run_1/clk_routes.png
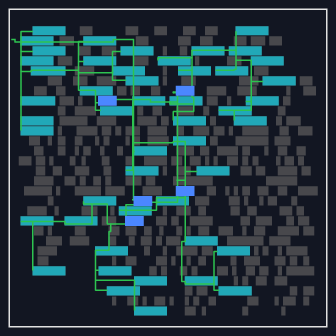
run_1/layer_met3.png
Cells faint in the background.
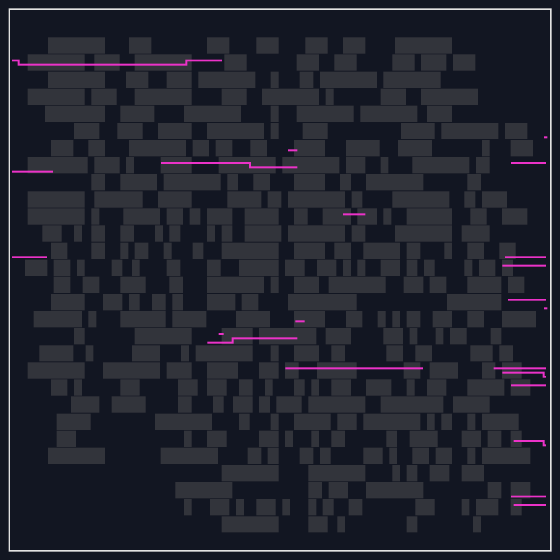
run_1/logic_types.png
Bar = 20 um.
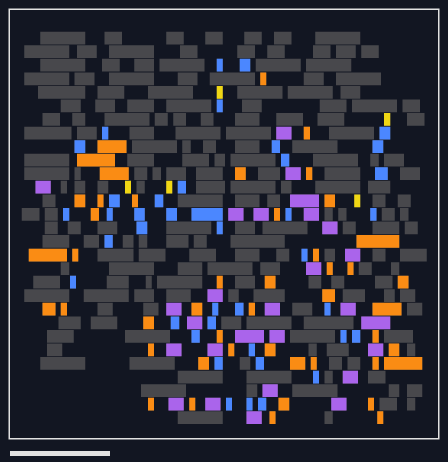
## src/rtl/uart_rx_if.sv

```systemverilog
// Receive-side handshake bundle between the UART receiver and its consumer:
// the one-entry byte buffer, its valid/ready pair, and the two error pulses.
interface uart_rx_if #(
   parameter int DATA_BITS = 8
);
   logic [DATA_BITS-1:0] rx_data;
   logic                 rx_valid;
   logic                 rx_ready;
   logic                 frame_err;
   logic                 overrun_err;

   modport master (
      output rx_data,
      output rx_valid,
      output frame_err,
      output overrun_err,
      input  rx_ready
   );

   modport slave (
      input  rx_data,
      input  rx_valid,
      input  frame_err,
      input  overrun_err,
      output rx_ready
   );
endinterface

```

## src/rtl/uart_rx.sv

```systemverilog
// 8N1 UART receiver with 16x oversampling from the shared baud divisor,
// a one-entry output buffer and single-cycle framing/overrun error pulses.
module uart_rx #(
   parameter int DATA_BITS = 8
) (
   input  logic        clk,
   input  logic        reset,
   input  logic [15:0] brd,
   input  logic        rx_in,
   output logic        busy,
   uart_rx_if.master   rx
);

   localparam int BI_W = (DATA_BITS > 1) ? $clog2(DATA_BITS) : 1;
   localparam logic [BI_W-1:0] LAST_BIT = BI_W'(DATA_BITS - 1);

   typedef enum logic [1:0] {
      IDLE,
      START,
      DATA,
      STOP
   } rx_state_t;

   rx_state_t            state, state_n;
   logic                 sync_a, rxs;
   logic [15:0]          tcnt, tcnt_n;
   logic [15:0]          t_div, t_period;
   logic                 tick;
   logic [3:0]           os, os_n;
   logic [BI_W-1:0]      bi, bi_n;
   logic [DATA_BITS-1:0] shreg, shreg_n;
   logic [DATA_BITS:0]   shift_in;
   logic                 stop_good, stop_good_n;
   logic                 stop_bad, stop_bad_n;

   // Two-flop synchronizer; resetting to the idle level means a line that is
   // still low after reset is seen as a fresh falling edge.
   always_ff @(posedge clk or posedge reset) begin
      if (reset) begin
         sync_a <= 1'b1;
         rxs    <= 1'b1;
      end else begin
         sync_a <= rx_in;
         rxs    <= sync_a;
      end
   end

   assign t_div    = {4'd0, brd[15:4]};
   assign t_period = (t_div == 16'd0) ? 16'd1 : t_div;
   assign tick     = (tcnt == (t_period - 16'd1));
   assign shift_in = {rxs, shreg};
   assign busy     = (state != IDLE);

   always_ff @(posedge clk or posedge reset) begin
      if (reset) begin
         state     <= IDLE;
         tcnt      <= 16'd0;
         os        <= 4'd0;
         bi        <= '0;
         shreg     <= '0;
         stop_good <= 1'b0;
         stop_bad  <= 1'b0;
      end else begin
         state     <= state_n;
         tcnt      <= tcnt_n;
         os        <= os_n;
         bi        <= bi_n;
         shreg     <= shreg_n;
         stop_good <= stop_good_n;
         stop_bad  <= stop_bad_n;
      end
   end

   // Oversample phase 7 is mid start bit; phase 15 is mid data/stop bit,
   // because the phase counter restarts at the start-bit midpoint.
   always_comb begin
      state_n     = state;
      tcnt_n      = tick ? 16'd0 : (tcnt + 16'd1);
      os_n        = os;
      bi_n        = bi;
      shreg_n     = shreg;
      stop_good_n = 1'b0;
      stop_bad_n  = 1'b0;

      if (tick && (state != IDLE)) begin
         os_n = os + 4'd1;
      end

      case (state)
         IDLE: begin
            if (!rxs) begin
               state_n = START;
               os_n    = 4'd0;
               tcnt_n  = 16'd0;
            end
         end
         START: begin
            if (tick && (os == 4'd7)) begin
               if (!rxs) begin
                  state_n = DATA;
                  os_n    = 4'd0;
                  bi_n    = '0;
               end else begin
                  state_n = IDLE;
               end
            end
         end
         DATA: begin
            if (tick && (os == 4'd15)) begin
               shreg_n = shift_in[DATA_BITS:1];
               bi_n    = bi + 1'b1;
               if (bi == LAST_BIT) begin
                  state_n = STOP;
                  os_n    = 4'd0;
               end
            end
         end
         STOP: begin
            if (tick && (os == 4'd15)) begin
               stop_good_n = rxs;
               stop_bad_n  = !rxs;
               state_n     = IDLE;
            end
         end
         default: begin
            state_n = IDLE;
         end
      endcase
   end

   // Output buffer acts one clock after the stop sample; a consumer handshake
   // in that same cycle frees the slot, so the new byte replaces the old one.
   always_ff @(posedge clk or posedge reset) begin
      if (reset) begin
         rx.rx_data     <= '0;
         rx.rx_valid    <= 1'b0;
         rx.frame_err   <= 1'b0;
         rx.overrun_err <= 1'b0;
      end else begin
         rx.frame_err   <= stop_bad;
         rx.overrun_err <= 1'b0;
         if (stop_good) begin
            if (!rx.rx_valid || rx.rx_ready) begin
               rx.rx_data  <= shreg;
               rx.rx_valid <= 1'b1;
            end else begin
               rx.overrun_err <= 1'b1;
            end
         end else if (rx.rx_valid && rx.rx_ready) begin
            rx.rx_valid <= 1'b0;
         end
      end
   end

endmodule

```

## src/flat_wrapper.sv

```systemverilog
// flat-port wrapper written by rule: the top's interface ports become plain ports
module uart_rx_flat 
#(
   parameter int DATA_BITS = 8
)
  (clk, reset, brd, rx_in, busy, rx_rx_data, rx_rx_valid, rx_frame_err, rx_overrun_err, rx_rx_ready);
  uart_rx_if #(.DATA_BITS(DATA_BITS)) rx_i ();
  input  logic clk;
  input  logic reset;
  input  logic [15:0] brd;
  input  logic rx_in;
  output logic busy;
  output wire logic [$bits(rx_i.rx_data)-1:0] rx_rx_data;
  output wire logic [$bits(rx_i.rx_valid)-1:0] rx_rx_valid;
  output wire logic [$bits(rx_i.frame_err)-1:0] rx_frame_err;
  output wire logic [$bits(rx_i.overrun_err)-1:0] rx_overrun_err;
  input wire logic [$bits(rx_i.rx_ready)-1:0] rx_rx_ready;
  assign rx_rx_data = rx_i.rx_data;
  assign rx_rx_valid = rx_i.rx_valid;
  assign rx_frame_err = rx_i.frame_err;
  assign rx_overrun_err = rx_i.overrun_err;
  assign rx_i.rx_ready = rx_rx_ready;
  uart_rx #(.DATA_BITS(DATA_BITS)) u_core (.clk(clk), .reset(reset), .brd(brd), .rx_in(rx_in), .busy(busy), .rx(rx_i));
endmodule
```

## config.mk

```make
export PLATFORM = sky130hd
export DESIGN_NAME = uart_rx_flat
export DESIGN_NICKNAME = d
export VERILOG_FILES = /design/src/rtl/uart_rx_if.sv /design/src/rtl/uart_rx.sv /design/src/flat_wrapper.sv
export SDC_FILE = /design/constraint.sdc
export NUM_CORES = 1
export LEC_CHECK = 0
export CELL_PAD_IN_SITES_DETAIL_PLACEMENT = 1
export CELL_PAD_IN_SITES_GLOBAL_PLACEMENT = 1
export CORE_MARGIN = 2
export CORE_UTILIZATION = 39
export DETAILED_ROUTE_END_ITERATION = 6
export GPL_ROUTABILITY_DRIVEN = 0
export GPL_TIMING_DRIVEN = 0
export PLACE_DENSITY_LB_ADDON = 0.1
export SYNTH_ARGS = -nofsm -noshare
export SYNTH_HDL_FRONTEND = slang
export SYNTH_SLANG_ARGS = --single-unit
```

## constraint.sdc

```tcl
create_clock -name clk -period 2.9 [get_ports clk]
set_input_delay 0.58 -clock clk [delete_from_list [all_inputs] [get_ports clk]]
set_output_delay 0.58 -clock clk [all_outputs]
set_load 0.05 [all_outputs]
```

==> flow_metrics.py, run 1 <==
# Physical implementation metrics
metrics = {
    "run_status": {
        "outcome": "finished with violations",
        "violations": "design-rule violations, negative setup slack",
    },
    "cells_and_area": {
        "fillers": 682,
        "syn_to_final_growth_pct": 34.4,
        "fin_util_pct": 54.7,
        "mostFrequentLayoutCells": "46 x dfrtp_1, 24 x nor2_1, 17 x nand2_1",
        "fin_area_um2": 3520,
        "logic_area_um2": 1600,
        "final_nets": 327,
    },
    "power_and_ir_drop": {
        "sw_frac_of_total_pct": 29.3,
        "p_seq_share_pct": 48.9,
        "maxPowerGroup": "sequential cells",
    },
    "logic_synthesis": {
        "syn_area_um2": 2620,
        "ys_area_um2": 2620,
        "synth-async-reset-ratio_pct": 100,
        "top_area_share_pct": 44.0,
        "yosys.stat.seqShare_pct": 46.0,
        "netlist.top_cell.by_area": "dfrtp_1",
    },
    "routing": {
        "wire_per_inst_um": 16.7,
        "drc": 2,
        "top_layer_used": "met4",
    },
    "sta": {
        "setup_viol": 35,
        "layout_setup_ws_ns": -0.627,
        "whs_ns": 0.358,
        "hold_violations": 0,
    },
    "global_route": {
        "grt_max_degree": 26,
        "grt_pass1_vias": 2111,
        "globalRouteMet1Util_pct": 24.8,
        "grt_pass1_wl_um": 10400,
        "antenna_found_initial": 0,
    },
    "critical_path": {
        "required_ns": 3.09,
    },
    "run": {
        "cap_violations": 0,
    },
    "cts": {
        "holdBufCountCts": 0,
        "clk-insertion-delay-late_ns": 0.30,
        "postCtsResizedCells": 58,
    },
    "placement": {
        "hpwl_um": 4410,
        "placed_area_um2": 3050,
        "placed_cells": 354,
    },
    "floorplanning": {
        "fp_util_pct": 40.7,
    },
}
## Picture notes: clk_routes.png
[cyan] flip-flops | count: 48
[green] clock wires | length: 598 um
[blue] clock drivers | count: 5
flops lie	all over the die
clock power share: 31.2%
clock-net power: 507 uW

## Picture notes: layer_met3.png
nets with wire on the layer	18
main direction	horizontal
final wirelength: 6340 um
DR vias: 2094
met3 usage: 2.60%

## Picture notes: logic_types.png
color	family	cells
yellow	inverters	5
orange	NOR gates	46
blue	NAND gates	40
purple	XOR/XNOR gates	27
Top cell excl fill/tap: dfrtp_1
Finished Layout Cells: 380

[run 1: critical path, stage by stage]
cell and delay [ns]:
buf_6 0.10, or4_4 0.54, and4bb_2 0.34, nor2_2 0.06
ha_4 0.17, nor4b_4 0.13, buf_4 0.14, nand2_1 0.07
o22ai_2 0.09, a2111oi_4 0.33, buf_4 0.19, nand3_4 0.13
buf_12 0.20, or4_1 0.39, mux2_4 0.27
[run 1: kinds of logic after synthesis]
kind of cell,after synthesis,synth area share (%)
flops,48,46.0
mux,22,9.38
compound gates,28,8.90
xor+xnor,27,9.04
simple gates,107,22.0
fa+ha+maj,5,2.39
buf+inv,12,2.25
[run 1: final timing paths]
kind                                                         end  slack (ns)                       from  depth (start not counted)
worst max-delay path                 u_core.state[0]$_DFFE_PP0P_       -0.63                     brd[5]                         15
worst min register to register     u_core.rx.frame_err$_DFF_PP0_        0.36  u_core.stop_bad$_DFF_PP0_                          0
worst max register to register       u_core.state[0]$_DFFE_PP0P_        0.01   u_core.tcnt[6]$_DFF_PP0_                          9
worst min-delay path               u_core.rx.frame_err$_DFF_PP0_        0.36  u_core.stop_bad$_DFF_PP0_                          0
min in group asynchronous       u_core.rx.rx_data[1]$_DFFE_PP0P_        0.64                      reset                          2
max in group asynchronous                   u_core.rxs$_DFF_PP1_        1.66                      reset                          3
[run 1: area by class of cell]
type | instances | share of cell area [%]
Inverter | 5 | 0.534
Clock buffer | 6 | 2.35
Multi-Input combinational cell | 189 | 45.5
Buffer | 6 | 1.28
Sequential cell | 48 | 34.2
Clock inverter | 2 | 1.10
Tap cell | 77 | 2.74
Timing Repair Buffer | 47 | 12.3
[run 1: state kept, by name, indices dropped and copies added (netlist names), 3 cells and up, named ones only]
signal / flops
u_core.os: 4
u_core.shreg: 8
u_core.tcnt: 16
u_core.bi: 3
u_core.rx.rx_data: 8
==> run 2: changes to the inputs <==
SLEW_MARGIN = 20   (was not set)
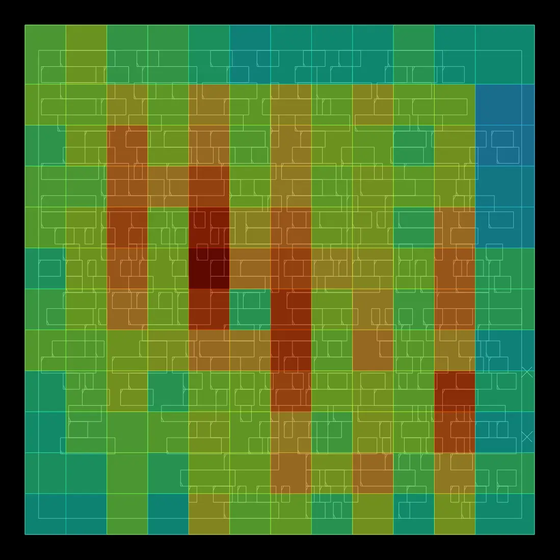
run_2/congestion.png
GRT Max-Usage Layer: met2
M1 GR Usage: 24.8%

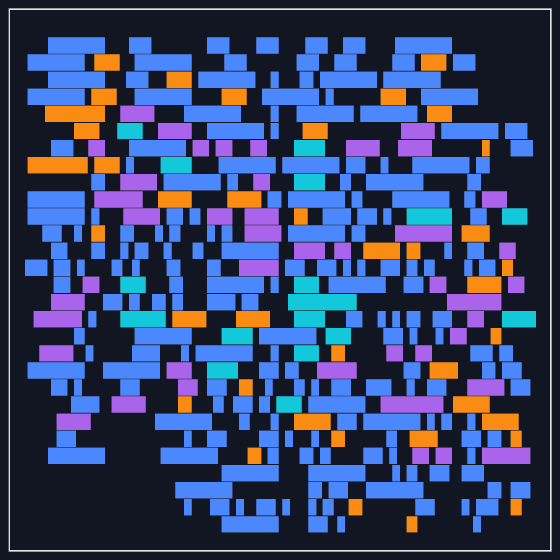
run_2/sizes.png
color	size	cells	most used
cyan	_6 and larger	17	buf_6
purple	_3 and _4 cells	43	buf_4
orange	_2 cells	39	mux2_2
blue	_0 and _1 cells	204	dfrtp_1
Synth-to-Final Area Change: 34.4%
setup ws final: -0.627 ns

==> flow_metrics.py, run 2 <==
# Physical implementation metrics
metrics = {
    "placement": {
        "hpwl_um": 4410,
    },
    "logic_synthesis": {
        "mux_share_pct": 9.38,
        "top_area_share_pct": 44.0,
        "syn_area_um2": 2620,
        "ys_area_um2": 2620,
        "compound_area_share_pct": 8.90,
    },
    "cells_and_area": {
        "largestRegisters": "u_core.tcnt: 16 flops, u_core.rx.rx_data: 8 flops, u_core.shreg: 8 flops",
        "final_nets": 327,
        "largest_register": "u_core.tcnt",
        "lay_top_count": "dfrtp_1",
        "seq_area_share_pct": 34.2,
        "logic_area_um2": 1600,
    },
    "critical_path": {
        "crit_chain": "buf_6, or4_4, and4bb_2, nor2_2, ha_4, nor4b_4, buf_4, nand2_1, o22ai_2, a2111oi_4, buf_4, nand3_4, buf_12, or4_1, mux2_4",
    },
    "sta": {
        "setup_viol": 35,
        "layout_setup_ws_ns": -0.627,
    },
    "global_route": {
        "gr-usage-met3_pct": 2.60,
        "grt_max_degree": 26,
    },
    "routing": {
        "drc": 2,
        "vias": 2094,
    },
    "run_status": {
        "violations": "design-rule violations, negative setup slack",
        "outcome": "finished with violations",
    },
    "run": {
        "cap_violations": 0,
    },
}
-- run 2: cell counts in the layout (fill, tap and decap cells not counted) --
No cell type changed its count.
-- run 2: timing repair --
| item | CTS | global route |
|---|---|---|
| gates resized | 58 | 26 |
| hold buffers | 0 | 0 |
| gates cloned | 1 | 0 |
| buffers inserted | 16 | 2 |
| pin swaps | 24 | 11 |
| setup endpoints to repair | 35 | 35 |
-- run 2: power by group --
group | leakage, nW | switching, mW | total, mW | internal [mW]
Clock | 0.0614 | 0.225 | 0.507 | 0.282
Combinational | 0.814 | 0.171 | 0.323 | 0.152
Sequential | 0.644 | 0.0793 | 0.793 | 0.714
Total | 1.52 | 0.476 | 1.62 | 1.15
-- run 2: worst max-delay path, delay by kind of cell --
family / cells / cell delay, ns
AND/OR/NAND/NOR: 7 / 1.66
AND-OR/OR-AND: 2 / 0.42
adder cells (fa/ha/maj): 1 / 0.17
buffers and inverters: 4 / 0.63
multiplexers: 1 / 0.27
-- run 2: worst max path at each step --
stage | from | endpoint | depth (start not counted)
6_report | brd[5] | u_core.state[0]$_DFFE_PP0P_ | 15
3_3_place_gp | brd[6] | u_core.shreg[0]$_DFFE_PP0P_ | 13
3_5_place_dp | brd[6] | u_core.bi[2]$_DFFE_PP0P_ | 12
5_1_grt | brd[5] | u_core.state[0]$_DFFE_PP0P_ | 15
4_1_cts | brd[6] | u_core.shreg[2]$_DFFE_PP0P_ | 13
2_1_floorplan | brd[6] | u_core.shreg[0]$_DFFE_PP0P_ | 12
-- run 2: metrics by stage --
stage	std cells	hold WS, ns
after floorplan	249	0.331
after global placement	353	0.334
after detailed placement	354	0.343
after CTS	378	0.364
after global routing	380	0.372
final	380	0.358
run_2/logic_types.png
Bar = 20 um.
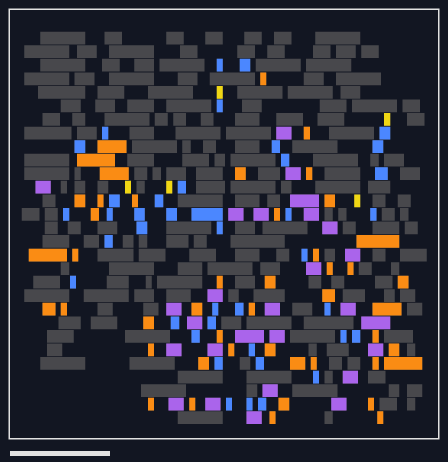

==> run 3: changes to the inputs <==
ABC_AREA = 1   (was not set)
CELL_PAD_IN_SITES_DETAIL_PLACEMENT = not set   (was 1)
CELL_PAD_IN_SITES_GLOBAL_PLACEMENT = not set   (was 1)
CORE_UTILIZATION = 50   (was 39)
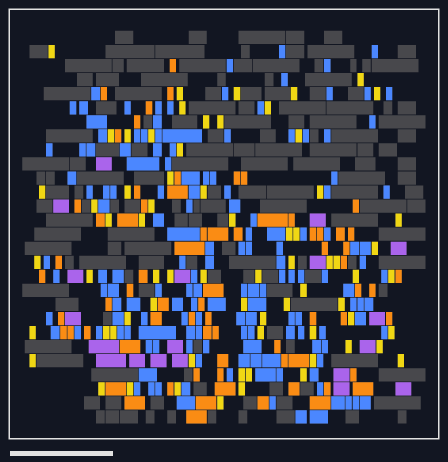
run_3/logic_types.png
Bar = 20 um.
color	family	cells
orange	NOR gates	71
yellow	inverters	68
purple	XOR/XNOR gates	19
blue	NAND gates	151
Top cell excl fill/tap: nand2_1
Finished Layout Cells: 536

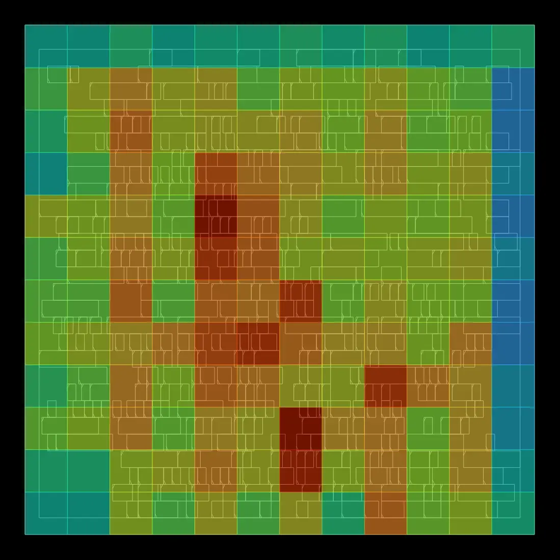
run_3/congestion.png
met3 usage: 4.08%
M2 GR Usage: 32.7%
Layout Utilization: 64.4%

==> flow_metrics.py, run 3 <==
# Physical implementation metrics
metrics = {
    "critical_path": {
        "crit_chain": "dlygate4sd2_1, nor2_2, nand3_2, nor2_4, nor2_4, ha_4, nand2_8, nor2_4, nand2_1, xor2_1, nor2_1, nand2_1, nor3_4, buf_4, nand4_4, buf_8, nand2_1, o21ai_2",
        "path_depth": 18,
        "crit_end": "u_core.shreg[0]$_DFFE_PP0P_",
        "critPathBufInv": 3,
        "cp_top_family": "simple AND/OR/NAND/NOR gates",
        "critical-path-max-stage-delay_ns": 0.27,
        "critical_path.startpoint": "brd[15]",
        "worstSetupPathType": "primary input to flip-flop",
    },
    "routing": {
        "drc": 0,
    },
    "logic_synthesis": {
        "syn_area_um2": 3110,
    },
    "hold_path": {
        "hold_path.class": "flip-flop to flip-flop",
    },
    "power_and_ir_drop": {
        "maxPowerGroup": "sequential cells",
        "comb_power_share_pct": 26.1,
        "power_clock_uw": 505,
        "sw_frac_of_total_pct": 33.1,
        "p_sw_uw": 581,
        "p_seq_uw": 794,
        "p_comb_uw": 458,
        "intPower_mw": 1.18,
        "p_seq_share_pct": 45.2,
        "p_clk_share_pct": 28.7,
    },
    "cells_and_area": {
        "largestRegisters": "u_core.tcnt: 16 flops, u_core.rx.rx_data: 8 flops, u_core.shreg: 8 flops",
        "logic_area_um2": 1750,
        "final_nets": 485,
        "seq_area_share_pct": 31.4,
        "largest_register": "u_core.tcnt",
        "syn_to_final_growth_pct": 23.5,
        "fillers": 541,
    },
    "placement": {
        "hpwl_um": 5140,
        "placed_cells": 513,
    },
    "sta": {
        "tightestPinTransition_ns": 0.531,
        "setup_viol": 0,
    },
    "run_status": {
        "outcome": "finished, final reports clean",
    },
    "cts": {
        "holdBufCountCts": 0,
        "postCtsResizedCells": 20,
        "post-cts-setup-buffers": 12,
    },
    "run": {
        "cap_violations": 0,
    },
    "global_route": {
        "grt_max_degree": 35,
    },
}
==> run 3: cell types whose count changed in the layout (fill, tap and decap cells not counted), moves of 6 or more <==
cell / before / now
nor2_1: 24 / 46
and3_1: 6 / 0
o21ai_0: 5 / 16
nand2_2: 0 / 7
o21ai_2: 0 / 8
mux2_4: 10 / 0
nand3_1: 13 / 22
nand3_2: 0 / 9
nand2_1: 17 / 94
inv_1: 4 / 65
mux2_2: 10 / 1
nor2_4: 0 / 13
xor2_1: 15 / 9
nand4_1: 4 / 11
==> run 3: kinds of logic (layout without fill, tap and decap cells) <==
kind of cell               Yosys count  after routing  share of synthesized area, %
DFF                                 48             48                          38.7
adders and majority gates            5              5                          2.01
xor gates and xnor gates            19             19                          5.35
AOI/OAI and AO/OA                   39             39                          8.01
buffers and inverters               72            123                          8.98
muxes                                1              1                         0.362
and+or+nand+nor                    226            226                          36.6
==> run 3: worst register-to-register path: cells and delay by family, from the launching register on <==
family / cells / cell delay [ns]
buf+inv: 2 / 0.17
fa+ha+maj: 1 / 0.19
compound gates: 2 / 0.33
simple gates: 8 / 1.04
flops: 1 / 0.43
==> run 3: per-stage QoR <==
stage	hold slack (ns)	setup slack, ns	TNS, ns	cell area, um^2	utilization (%)
finish	0.357	0.149	0	3840	64.4
global route	0.367	-0.0111	-0.0283	3840	64.4
CTS	0.359	0.0470	0	3720	62.4
detailed placement	0.336	-0.750	-18.53	3490	58.6
global placement	0.336	-0.712	-17.82	3470	58.3
floorplan	0.331	0.238	0	3110	-
==> run 3: routing by layer <==
| layer | vias up | track usage (%) | routed length (um) |
|---|---|---|---|
| li1 | 1387 | - | - |
| met3 | 14 | 4.08 | 324 |
| met4 | 0 | 6.26 | 139 |
| met5 | - | 0 | 0 |
| met2 | 54 | 32.7 | 3260 |
| met1 | 1292 | 29.2 | 3260 |
Power is estimated from default activity; no workload was simulated.
